==> src/rtl/servo_pkg.sv <==
// Shared defaults and the write-clamp rule for the servo pulse generator.
package servo_pkg;

    localparam int unsigned CLK_HZ_DEF    = 16_000_000;
    localparam int unsigned PERIOD_US_DEF = 20_000;
    localparam int unsigned MIN_US_DEF    = 500;
    localparam int unsigned MAX_US_DEF    = 2_500;
    localparam int unsigned WIDTH_DEF     = 16;

    // Zero means "no pulse" and is passed through; anything else is forced into [lo, hi].
    function automatic int unsigned clamp_us(
        input int unsigned req,
        input int unsigned lo,
        input int unsigned hi
    );
        if (req == 0) begin
            return 0;
        end
        if (req < lo) begin
            return lo;
        end
        if (req > hi) begin
            return hi;
        end
        return req;
    endfunction

endpackage

==> src/rtl/us_tick_gen.sv <==
// Free-running prescaler: one-cycle TICK every microsecond of CLK.
module us_tick_gen #(
    parameter int unsigned CLK_HZ = 16_000_000
) (
    input  logic CLK,
    input  logic RESET,
    output logic TICK
);

    localparam int unsigned DIV = CLK_HZ / 1_000_000;
    localparam int unsigned CW  = (DIV > 1) ? $clog2(DIV) : 1;

    logic [CW-1:0] count;

    assign TICK = (count == CW'(DIV - 1));

    // NOTE: state registers use non-blocking assignments so every flop samples pre-edge values.
    always_ff @(posedge CLK) begin
        if (RESET) begin
            count <= '0;
        end else if (TICK) begin
            count <= '0;
        end else begin
            count <= count + CW'(1);
        end
    end

endmodule

==> src/rtl/servo_pwm.sv <==
// Frame-synchronous servo pulse generator with double-buffered width updates.
module servo_pwm
    import servo_pkg::*;
#(
    parameter int unsigned CLK_HZ    = CLK_HZ_DEF,
    parameter int unsigned PERIOD_US = PERIOD_US_DEF,
    parameter int unsigned MIN_US    = MIN_US_DEF,
    parameter int unsigned MAX_US    = MAX_US_DEF,
    parameter int unsigned WIDTH     = WIDTH_DEF
) (
    input  logic             CLK,
    input  logic             RESET,
    input  logic             WR_EN,
    input  logic [WIDTH-1:0] WR_DATA,
    input  logic             ENABLE,
    output logic             SERVO,
    output logic             FRAME_START,
    output logic [WIDTH-1:0] ACTIVE_WIDTH
);

    localparam int unsigned CNT_W = $clog2(PERIOD_US);

    logic             tick;
    logic             first_frame;
    logic             boundary;
    logic [CNT_W-1:0] us_count;
    logic [WIDTH-1:0] pending;
    logic [WIDTH-1:0] wr_clamped;
    logic             en_act;

    us_tick_gen #(
        .CLK_HZ (CLK_HZ)
    ) u_tick (
        .CLK   (CLK),
        .RESET (RESET),
        .TICK  (tick)
    );

    assign wr_clamped = WIDTH'(clamp_us(32'(WR_DATA), MIN_US, MAX_US));

    // The first tick after reset opens a frame without waiting for a full period.
    assign boundary = tick && (first_frame || (us_count == CNT_W'(PERIOD_US - 1)));

    always_ff @(posedge CLK) begin
        if (RESET) begin
            us_count     <= '0;
            first_frame  <= 1'b1;
            pending      <= '0;
            ACTIVE_WIDTH <= '0;
            en_act       <= 1'b0;
            FRAME_START  <= 1'b0;
            SERVO        <= 1'b0;
        end else begin
            FRAME_START <= boundary;

            if (tick) begin
                us_count    <= boundary ? '0 : us_count + CNT_W'(1);
                first_frame <= 1'b0;
            end

            if (WR_EN) begin
                pending <= wr_clamped;
            end

            // A write landing on the boundary itself applies to the frame it opens.
            if (boundary) begin
                ACTIVE_WIDTH <= WR_EN ? wr_clamped : pending;
                en_act       <= ENABLE;
            end

            SERVO <= en_act && (ACTIVE_WIDTH != '0) && (WIDTH'(us_count) < ACTIVE_WIDTH);
        end
    end

endmodule
==> config.mk <==
export PLATFORM = sky130hd
export DESIGN_NAME = servo_pwm
export DESIGN_NICKNAME = d
export VERILOG_FILES = /design/src/rtl/servo_pkg.sv /design/src/rtl/us_tick_gen.sv /design/src/rtl/servo_pwm.sv
export SDC_FILE = /design/constraint.sdc
export NUM_CORES = 1
export LEC_CHECK = 0
export CELL_PAD_IN_SITES_DETAIL_PLACEMENT = 1
export CELL_PAD_IN_SITES_GLOBAL_PLACEMENT = 1
export CORE_ASPECT_RATIO = 0.6
export CORE_MARGIN = 3
export CORE_UTILIZATION = 40
export DETAILED_ROUTE_END_ITERATION = 10
export PLACE_DENSITY = 0.83
export SYNTH_ARGS = -nofsm -noshare
export SYNTH_HDL_FRONTEND = slang
export SYNTH_SLANG_ARGS = --single-unit
==> constraint.sdc <==
create_clock -name CLK -period 2.6 [get_ports CLK]
set_input_delay 0.39 -clock CLK [delete_from_list [all_inputs] [get_ports CLK]]
set_output_delay 0.39 -clock CLK [all_outputs]
set_load 0.02 [all_outputs]
Clock distribution:
Scale: 4 px per um.
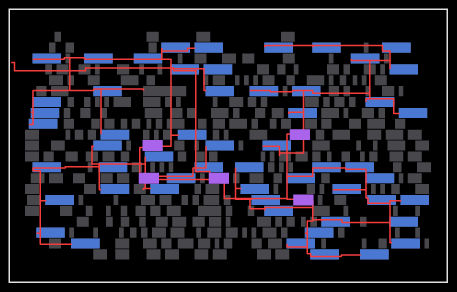
[purple] cells driving clock nets | count: 5
[red] clock wires | length: 682 um
[blue] flip-flops | count: 55
routed clock nets: 6
flops lie: widely spread

==> metrics.cfg <==
[layout]
num_antenna_cells = 0
fillers = 695
final_nets = 361
mi_logic_area_um2 = 1340
drive_gt1_share_pct = 7.06
finalNonFillerCells = 406

[placement]
placed_cells_incl_taps = 398
io_buffer_count = 37
post-place-ws_ns = 0.0734
dpl.hpwl_mm = 5.52

[pwr]
vdd_ir_drop_max_mv = 0.242
sequentialPowerShare_pct = 55.4
pwr_density_cell_nw_per_um2 = 492
combinational_share_of_power_pct = 6.3
intPower_w = 0.00119
share_clk_of_total_power_pct = 38.2
p_leak_nw = 1.15
report.power.total_w = 0.00155

[yosys]
area_leaders = dfxtp_1 (43%), ha_1 (7.8%), nor2_1 (4.9%)
ys_seq_elements = 55
syn_inst = 286
flop_cell = dfxtp_1
postSynthSeqShare_pct = 43.1
largest_area_cell = dfxtp_1
synth.distinct_cells = 46
syn_avg_cell_area_um2 = 8.93
synthesis.yosys.warnings = 0
synth-cells-yosys = 286
synth-area-yosys_um2 = 2550

[worst_setup_path]
crit_chain = clkdlybuf4s50_1, or4_4, or2_4, o41ai_2, nor2_1, a31o_2
crit_path_start_kind = primary input
timing.critical_path.from = WR_DATA[15]
critical_path_required_ns = 2.80
worst-setup-path-type = in2reg
cp_max_fo = 5
slowest_stage = or4_4
critical_path.n_buffers_inverters = 1

[final_timing]
achievable-frequency_ghz = 0.447
timing.setup.tns_ns = 0
finalWorstSetupSlack_ns = 0.363
worst_slew_pin_slew_ns = 0.688
rsz0062_at_grt = false
timing.slew.headroom_pct = 54.1
finalClockPeriodUsage_pct = 86.0
final_hold_viol_count = 0
timing.clock.skew_ns = 0.00870
layout_min_cycle_time_ns = 2.24
final-max-slew-violation-count = 0

[detailed_routing]
vias_per_cell = 5.51
drt_iter0_drc = 109
postRouteAntennaNets = 0
num_vias = 2238

[clocking]
cts.path.max_buffers = 2
post_cts_buffers = 0
cts-htree-levels = 2
clock_root_buffer = clkbuf_8
post_cts_resized = 0
clock_tree_from_tritoncts = done
worst_setup_hold_path_clk_slew_ns = 0.11

[floorplan]
boundaryPins = 38
chipWidth_um = 109
die_y_um = 67.9
initial_utilization_pct = 43.6
core_area_um2 = 5860

[global_routing]
antenna_found_initial = 0
track_usage_pct = 20.4
first_pass_grt_wire_length_mm = 11.6
grt_max_degree = 25

[hold_path]
min_path_type = reg2reg
timing.hold.worst.start = pending[14]

[flow_run]
tool_warnings = 26

[outcome]
status = complete, no violations

Met3 routing:
Scale: 6 px per um.
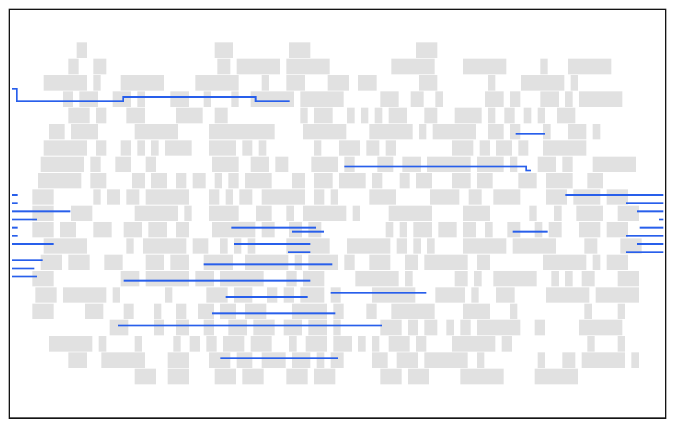
share of all routed wire: 5.3%
nets with wire on the layer: 30

[worst min-delay path, stage by stage (launching register included)]
cell and delay [ns]:
dfxtp_1 0.31, nand2_1 0.07, nor2_1 0.04
[cells in the mapped netlist (all sizes together) (2+ instances only)]
cell / number
o2bb2ai: 6
xor2: 6
or2: 2
and4: 4
xnor2: 10
nor4: 5
nand4b: 2
nand3: 8
nor3: 7
ha: 16
inv: 18
clkbuf: 10
nand4: 4
and3: 5
a31o: 3
nor3b: 2
a21o: 6
a21oi: 15
nand2b: 4
dfxtp: 55
nand2: 19
o22ai: 9
o2bb2a: 3
nor2: 33
o21ai: 12
nor4bb: 2
a221oi: 2
[through the flow]
step	util, %	area, um^2
5_1_grt	53.6	3140
3_3_place_gp	51.7	3030
4_1_cts	53.6	3140
2_1_floorplan	-	2550
6_report	53.6	3140
3_5_place_dp	51.7	3030
[final timing paths]
| path | cells after the start | end | slack (ns) |
|---|---|---|---|
| worst max-delay path | 6 | ACTIVE_WIDTH[0] | 0.36 |
| worst min-delay path | 2 | pending[14] | 0.45 |
| worst max register to register | 7 | ACTIVE_WIDTH[7] | 0.45 |
| worst min register to register | 2 | pending[14] | 0.45 |
[layout make-up]
type / count / share of cell area (%)
clock buffer: 5 / 2.19
tap: 80 / 3.18
timing repair buffer: 43 / 13.2
multi-input combinational: 201 / 42.6
sequential: 55 / 35.0
clock inverter: 3 / 1.51
inverter: 19 / 2.27
[registers in the layout (all words and copies together), names as in the netlist]
| name | count |
|---|---|
| ACTIVE_WIDTH | 16 |
| pending | 16 |
| us_count | 15 |
| u_tick.count | 4 |
| FRAME_START | 1 |
| SERVO | 1 |
| en_act | 1 |
| first_frame | 1 |
[power groups by stage]
stage / clock, W / sequential [W] / combinational [W]
6_report: 0.000591 / 0.000858 / 0.0000982
5_1_grt: 0.000652 / 0.000859 / 0.000107
4_1_cts: 0.000603 / 0.000858 / 0.0000975
3_5_place_dp: 0 / 0.000877 / 0.0000972
3_3_place_gp: 0 / 0.000877 / 0.0000952
2_1_floorplan: 0 / 0.000876 / 0.0000430
[cells by family (layout without fill, tap and decap cells)]
logic type | after synthesis | in the layout | share of synthesized area [%]
adders and majority gates | 16 | 16 | 7.84
and+or+nand+nor | 100 | 100 | 19.9
AOI/OAI and AO/OA | 69 | 69 | 19.2
buffers and inverters | 30 | 70 | 4.46
xor gates and xnor gates | 16 | 16 | 5.49
DFF | 55 | 55 | 43.1
[metal layers]
metal  share of wire [%]  GRT usage (%)  routed length, um
met5                   0              0                  0
met4                0.35           3.94                 25
met1                  52           29.5               3680
met2                  42           31.6               2990
met3                 5.2           4.34                371
